Fig. 1: logic cells by family
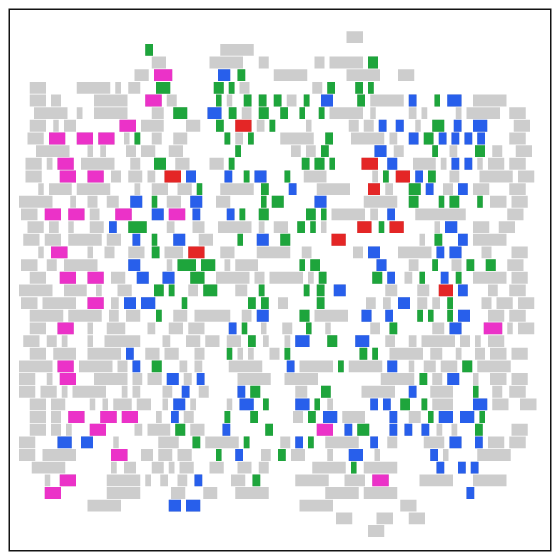
Fig. 2: congestion heat map
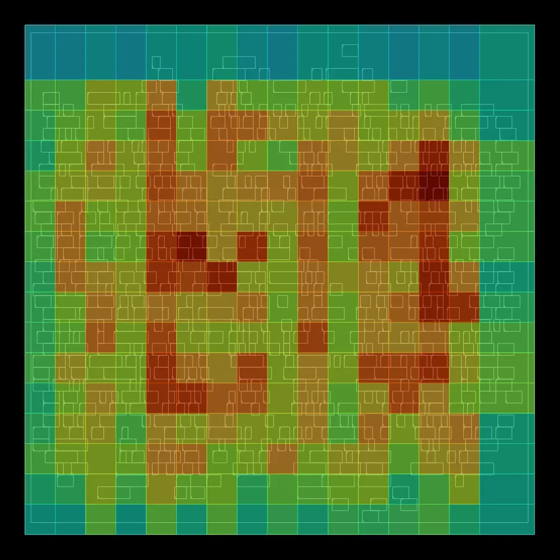
`src/rtl/pmod_step_sequencer_if.sv`:
```
// Command and status bundle between move-control logic (master) and the step sequencer (slave).
interface pmod_step_sequencer_if #(
    parameter int STEP_W   = 16,
    parameter int PERIOD_W = 24
);
    logic                start;
    logic [STEP_W-1:0]   steps;
    logic                dir_in;
    logic [PERIOD_W-1:0] period;
    logic                abort;
    logic                drv_step;
    logic                drv_en;
    logic                drv_dir;
    logic                busy;
    logic                done;
    logic [STEP_W-1:0]   steps_left;

    modport master (
        output start, steps, dir_in, period, abort,
        input  drv_step, drv_en, drv_dir, busy, done, steps_left
    );

    modport slave (
        input  start, steps, dir_in, period, abort,
        output drv_step, drv_en, drv_dir, busy, done, steps_left
    );
endinterface

```
`src/rtl/pmod_step_sequencer.sv`:
```
// Move controller for the PMOD full-step driver: turns a move command into step pulses, enable and direction.
// Optional feature macro ACCEL_RAMP_EN adds a linear start ramp from 4x the requested period down to it.
module pmod_step_sequencer #(
    parameter int STEP_W   = 16,
    parameter int PERIOD_W = 24
) (
    input  logic                  clk,
    input  logic                  rst_n,
    pmod_step_sequencer_if.slave  bus
);

`ifdef ACCEL_RAMP_EN
    // The ramp starts at 4x the period, so the live period and its counter need two extra bits.
    localparam int CUR_W = PERIOD_W + 2;
`else
    localparam int CUR_W = PERIOD_W;
`endif

    typedef enum logic [1:0] {
        S_IDLE = 2'd0,
        S_RUN  = 2'd1,
        S_DONE = 2'd2
    } state_e;

    state_e              state_q, state_d;
    logic [CUR_W-1:0]    cur_period_q, cur_period_d;
    logic [CUR_W-1:0]    cnt_q, cnt_d;
    logic [STEP_W-1:0]   steps_left_q, steps_left_d;
    logic                drv_step_q, drv_step_d;
    logic                drv_en_q, drv_en_d;
    logic                drv_dir_q, drv_dir_d;
    logic                busy_q, busy_d;
    logic                done_q, done_d;

    logic [PERIOD_W-1:0] period_sat;
    logic [CUR_W-1:0]    period_load;
    logic                step_due;

    assign period_sat = (bus.period == '0) ? PERIOD_W'(1) : bus.period;
    assign step_due   = (cnt_q == (cur_period_q - CUR_W'(1)));

`ifdef ACCEL_RAMP_EN
    logic [PERIOD_W-1:0] base_q, base_d;
    logic [CUR_W-1:0]    base_ext;
    logic [CUR_W-1:0]    ramp_dec;
    logic [CUR_W-1:0]    ramp_next;

    assign period_load = {period_sat, 2'b00};
    assign base_ext    = CUR_W'(base_q);
    // cur_period never drops below the base, so subtracting base/4 cannot underflow.
    assign ramp_dec    = cur_period_q - CUR_W'(base_q >> 2);
    assign ramp_next   = (ramp_dec < base_ext) ? base_ext : ramp_dec;
`else
    assign period_load = CUR_W'(period_sat);
`endif

    always_comb begin
        state_d      = state_q;
        cur_period_d = cur_period_q;
        cnt_d        = cnt_q;
        steps_left_d = steps_left_q;
        drv_dir_d    = drv_dir_q;
        drv_step_d   = 1'b0;
        drv_en_d     = 1'b0;
        busy_d       = 1'b0;
        done_d       = 1'b0;
`ifdef ACCEL_RAMP_EN
        base_d       = base_q;
`endif

        unique case (state_q)
            S_IDLE: begin
                if (bus.start) begin
                    steps_left_d = bus.steps;
                    cnt_d        = '0;
                    if (bus.steps != '0) begin
                        state_d      = S_RUN;
                        drv_dir_d    = bus.dir_in;
                        cur_period_d = period_load;
`ifdef ACCEL_RAMP_EN
                        base_d       = period_sat;
`endif
                        drv_en_d     = 1'b1;
                        busy_d       = 1'b1;
                    end else begin
                        state_d = S_DONE;
                        done_d  = 1'b1;
                    end
                end
            end

            S_RUN: begin
                // Abort wins over a step falling due on the same edge.
                if (bus.abort) begin
                    state_d = S_IDLE;
                end else if (step_due) begin
                    drv_step_d   = 1'b1;
                    cnt_d        = '0;
                    steps_left_d = steps_left_q - STEP_W'(1);
`ifdef ACCEL_RAMP_EN
                    cur_period_d = ramp_next;
`endif
                    if (steps_left_q == STEP_W'(1)) begin
                        state_d = S_DONE;
                        done_d  = 1'b1;
                    end else begin
                        drv_en_d = 1'b1;
                        busy_d   = 1'b1;
                    end
                end else begin
                    cnt_d    = cnt_q + CUR_W'(1);
                    drv_en_d = 1'b1;
                    busy_d   = 1'b1;
                end
            end

            S_DONE: begin
                state_d = S_IDLE;
            end

            default: begin
                state_d = S_IDLE;
            end
        endcase
    end

    always_ff @(posedge clk) begin
        if (!rst_n) begin
            state_q      <= S_IDLE;
            cur_period_q <= '0;
            cnt_q        <= '0;
            steps_left_q <= '0;
            drv_step_q   <= 1'b0;
            drv_en_q     <= 1'b0;
            drv_dir_q    <= 1'b0;
            busy_q       <= 1'b0;
            done_q       <= 1'b0;
`ifdef ACCEL_RAMP_EN
            base_q       <= '0;
`endif
        end else begin
            state_q      <= state_d;
            cur_period_q <= cur_period_d;
            cnt_q        <= cnt_d;
            steps_left_q <= steps_left_d;
            drv_step_q   <= drv_step_d;
            drv_en_q     <= drv_en_d;
            drv_dir_q    <= drv_dir_d;
            busy_q       <= busy_d;
            done_q       <= done_d;
`ifdef ACCEL_RAMP_EN
            base_q       <= base_d;
`endif
        end
    end

    assign bus.drv_step   = drv_step_q;
    assign bus.drv_en     = drv_en_q;
    assign bus.drv_dir    = drv_dir_q;
    assign bus.busy       = busy_q;
    assign bus.done       = done_q;
    assign bus.steps_left = steps_left_q;

endmodule

```
`src/flat_wrapper.sv`:
```
// flat-port wrapper written by rule: the top's interface ports become plain ports
module pmod_step_sequencer_flat 
#(
    parameter int STEP_W   = 16,
    parameter int PERIOD_W = 24
)
  (clk, rst_n, bus_start, bus_steps, bus_dir_in, bus_period, bus_abort, bus_drv_step, bus_drv_en, bus_drv_dir, bus_busy, bus_done, bus_steps_left);
  pmod_step_sequencer_if #(.STEP_W(STEP_W), .PERIOD_W(PERIOD_W)) bus_i ();
  input  logic clk;
  input  logic rst_n;
  input wire logic [$bits(bus_i.start)-1:0] bus_start;
  input wire logic [$bits(bus_i.steps)-1:0] bus_steps;
  input wire logic [$bits(bus_i.dir_in)-1:0] bus_dir_in;
  input wire logic [$bits(bus_i.period)-1:0] bus_period;
  input wire logic [$bits(bus_i.abort)-1:0] bus_abort;
  output wire logic [$bits(bus_i.drv_step)-1:0] bus_drv_step;
  output wire logic [$bits(bus_i.drv_en)-1:0] bus_drv_en;
  output wire logic [$bits(bus_i.drv_dir)-1:0] bus_drv_dir;
  output wire logic [$bits(bus_i.busy)-1:0] bus_busy;
  output wire logic [$bits(bus_i.done)-1:0] bus_done;
  output wire logic [$bits(bus_i.steps_left)-1:0] bus_steps_left;
  assign bus_i.start = bus_start;
  assign bus_i.steps = bus_steps;
  assign bus_i.dir_in = bus_dir_in;
  assign bus_i.period = bus_period;
  assign bus_i.abort = bus_abort;
  assign bus_drv_step = bus_i.drv_step;
  assign bus_drv_en = bus_i.drv_en;
  assign bus_drv_dir = bus_i.drv_dir;
  assign bus_busy = bus_i.busy;
  assign bus_done = bus_i.done;
  assign bus_steps_left = bus_i.steps_left;
  pmod_step_sequencer #(.STEP_W(STEP_W), .PERIOD_W(PERIOD_W)) u_core (.clk(clk), .rst_n(rst_n), .bus(bus_i));
endmodule
```
`config.mk`:
```
export PLATFORM = sky130hd
export DESIGN_NAME = pmod_step_sequencer_flat
export DESIGN_NICKNAME = d
export VERILOG_FILES = /design/src/rtl/pmod_step_sequencer_if.sv /design/src/rtl/pmod_step_sequencer.sv /design/src/flat_wrapper.sv
export SDC_FILE = /design/constraint.sdc
export NUM_CORES = 1
export LEC_CHECK = 0
export CAP_MARGIN = 20
export CELL_PAD_IN_SITES_DETAIL_PLACEMENT = 1
export CELL_PAD_IN_SITES_GLOBAL_PLACEMENT = 2
export CORE_UTILIZATION = 35
export CTS_BUF_LIST = sky130_fd_sc_hd__clkbuf_8
export DETAILED_ROUTE_END_ITERATION = 8
export GPL_ROUTABILITY_DRIVEN = 0
export PLACE_DENSITY = 0.94
export SLEW_MARGIN = 0
export SYNTH_ARGS = -nofsm -noshare
export SYNTH_HDL_FRONTEND = slang
export SYNTH_SLANG_ARGS = --single-unit
```
`constraint.sdc`:
```
create_clock -name clk -period 6.57 [get_ports clk]
set_input_delay 1.314 -clock clk [delete_from_list [all_inputs] [get_ports clk]]
set_output_delay 1.314 -clock clk [all_outputs]
set_load 0.03 [all_outputs]
```
==> impl_metrics.yaml <==
# generated from flow reports
critical_path:
  startpoint_type: "flop"
  rr_worst_depth: 10
  critPathCaptureType: "flop"
  rrSetupSlack_ps: 2370
  crit_path_cell_trace: "inv_1 -> ha_1 -> nor3b_1 -> nand4_1 -> mux2i_1 -> a21boi_0 -> nand4b_1 -> o31ai_1 -> a21oi_1 -> a311oi_1"
  slowest_stage: "o31ai_1"
  cp.required_ps: 6850
  max_stage_delay_ps: 1100
cells_and_area:
  area_delta_synth_final_pct: 21.0
  fillers: 1577
  fin_cells: 808
  antenna_cells: 0
  layout-drive-gt1-share: 0.0613
  layout_top_cell: "dfxtp_1"
final_timing:
  relSlewSlack: 0.132
  worst_clock_skew_ps: 12.2
  fin_tns_setup_ps: 0
  hold_viol_final: 0
synth:
  yosys_cells: 588
  ys_ff: 70
  ys_warn_count: 0
  syn-num-nets: 637
  edf_count: 0
  syn_area_um2: 4550
  ys_seq_share: 0.308
place:
  dp_cells: 793
  hpwl_um: 10600
route:
  drt_iter0_drc: 394
  wl_um: 14600
floorplan:
  die_h_um: 116
  fp.coreArea_um2: 12600
run:
  warnings: 27
  cap_viol_max_count: 0
grt:
  grtUsageTotal: 0.222
clock_tree:
  htreeDepth: 3
  ctsHoldBuffers: 0
  path_clk_slew_ps: 80
  cts_buffer_depth: 2
  cts.sinks: 70
  postCtsResizedCells: 0
power:
  ir_worst_vdd_uv: 166
run_status:
  status: "finished clean"
About Fig. 1:
| family | colour | cells | most used |
|---|---|---|---|
| inverting AOI/OAI gates | blue | 102 | o21ai_0 |
| NAND gates | green | 130 | nand2_1 |
| multiplexers | magenta | 30 | mux2i_1 |
| AND-OR and OR-AND gates | red | 10 | o31a_1 |

About Fig. 2:
M2 GR Usage: 0.391
met3 GRT Util: 0.0450

-- final cells by class --
cell class | count | area [um^2] | share of cell area
Multi-Input combinational cell | 471 | 2970 | 0.539
Sequential cell | 70 | 1400 | 0.255
Timing Repair Buffer | 70 | 688 | 0.125
Tap cell | 172 | 215 | 0.0391
Clock buffer | 10 | 138 | 0.0250
Clock inverter | 5 | 60.1 | 0.0109
Inverter | 10 | 37.5 | 0.00682
-- routing by layer --
metal | vias to the layer above | wire length [um] | global-route usage
met5 | - | 0 | 0
met3 | 20 | 558 | 0.0450
met2 | 105 | 7050 | 0.391
met1 | 2308 | 6690 | 0.266
met4 | 0 | 264 | 0.0769
li1 | 2264 | - | -
-- state kept, by name, summed over array words and instances (netlist names) --
register               flops
u_core.bus.steps_left     16
u_core.bus.done            1
u_core.cnt_q              24
u_core.bus.drv_step        1
u_core.cur_period_q       24
u_core.state_q             2
u_core.bus.drv_en          1
u_core.bus.drv_dir         1
-- path summary, 6_finish.rpt --
check	from	end
hold / removal	u_core.bus.drv_dir	u_core.bus.drv_dir
setup / recovery	u_core.cur_period_q[0]	u_core.bus.steps_left[9]
hold reg to reg	u_core.bus.drv_dir	u_core.bus.drv_dir
setup reg to reg	u_core.cur_period_q[0]	u_core.bus.steps_left[9]
-- critical path: cells and delay by family (launching register included) --
kind	cells	cell delay, ps
flip-flops	1	340
multiplexers	1	330
adder cells (fa/ha/maj)	1	230
AND-OR/OR-AND	4	1930
AND/OR/NAND/NOR	3	1190
buffers and inverters	1	100
-- cell families (layout without fill, tap and decap cells) --
kind of cell,after synthesis,count (layout),synth area share
xor gates and xnor gates,35,35,0.0674
AOI/OAI and AO/OA,112,112,0.163
DFF,70,70,0.308
buffers and inverters,47,95,0.0410
muxes,30,30,0.0666
adders and majority gates,4,4,0.0110
and+or+nand+nor,290,290,0.343
-- through the flow --
| stage | instance area, um^2 | hold WS [ps] | setup WS, ps |
|---|---|---|---|
| finish | 5510 | 511 | 2370 |
| global route | 5510 | 546 | 2130 |
| CTS | 5510 | 522 | 2490 |
| detailed placement | 5310 | 504 | 2190 |
| global placement | 5310 | 492 | 2280 |
| floorplan | 4550 | 473 | 3170 |
-- where the power goes --
group          leakage [nW]  internal, W  switching, W
Clock                0.0866     0.000183      0.000185
Sequential            0.572     0.000448     0.0000386
Combinational          1.33     0.000151      0.000209
-- Yosys cell counts, types with 6 or more instances --
master	count	area share
o211ai_1	7	0.012
or3_1	8	0.011
nor4_1	19	0.026
a21oi_1	20	0.022
dfxtp_1	70	0.31
a22oi_1	6	0.0099
and3_1	20	0.028
nand2_1	59	0.049
nor3_1	22	0.024
clkbuf_1	30	0.025
xnor2_1	22	0.042
mux2i_1	28	0.062
inv_1	9	0.0074
a211oi_1	6	0.0099
xor2_1	13	0.025
a31oi_1	9	0.012
nand3_1	36	0.040
o21ai_0	30	0.033
nor2_1	57	0.047
nand4_1	20	0.028
Power and IR drop assume default switching activity.
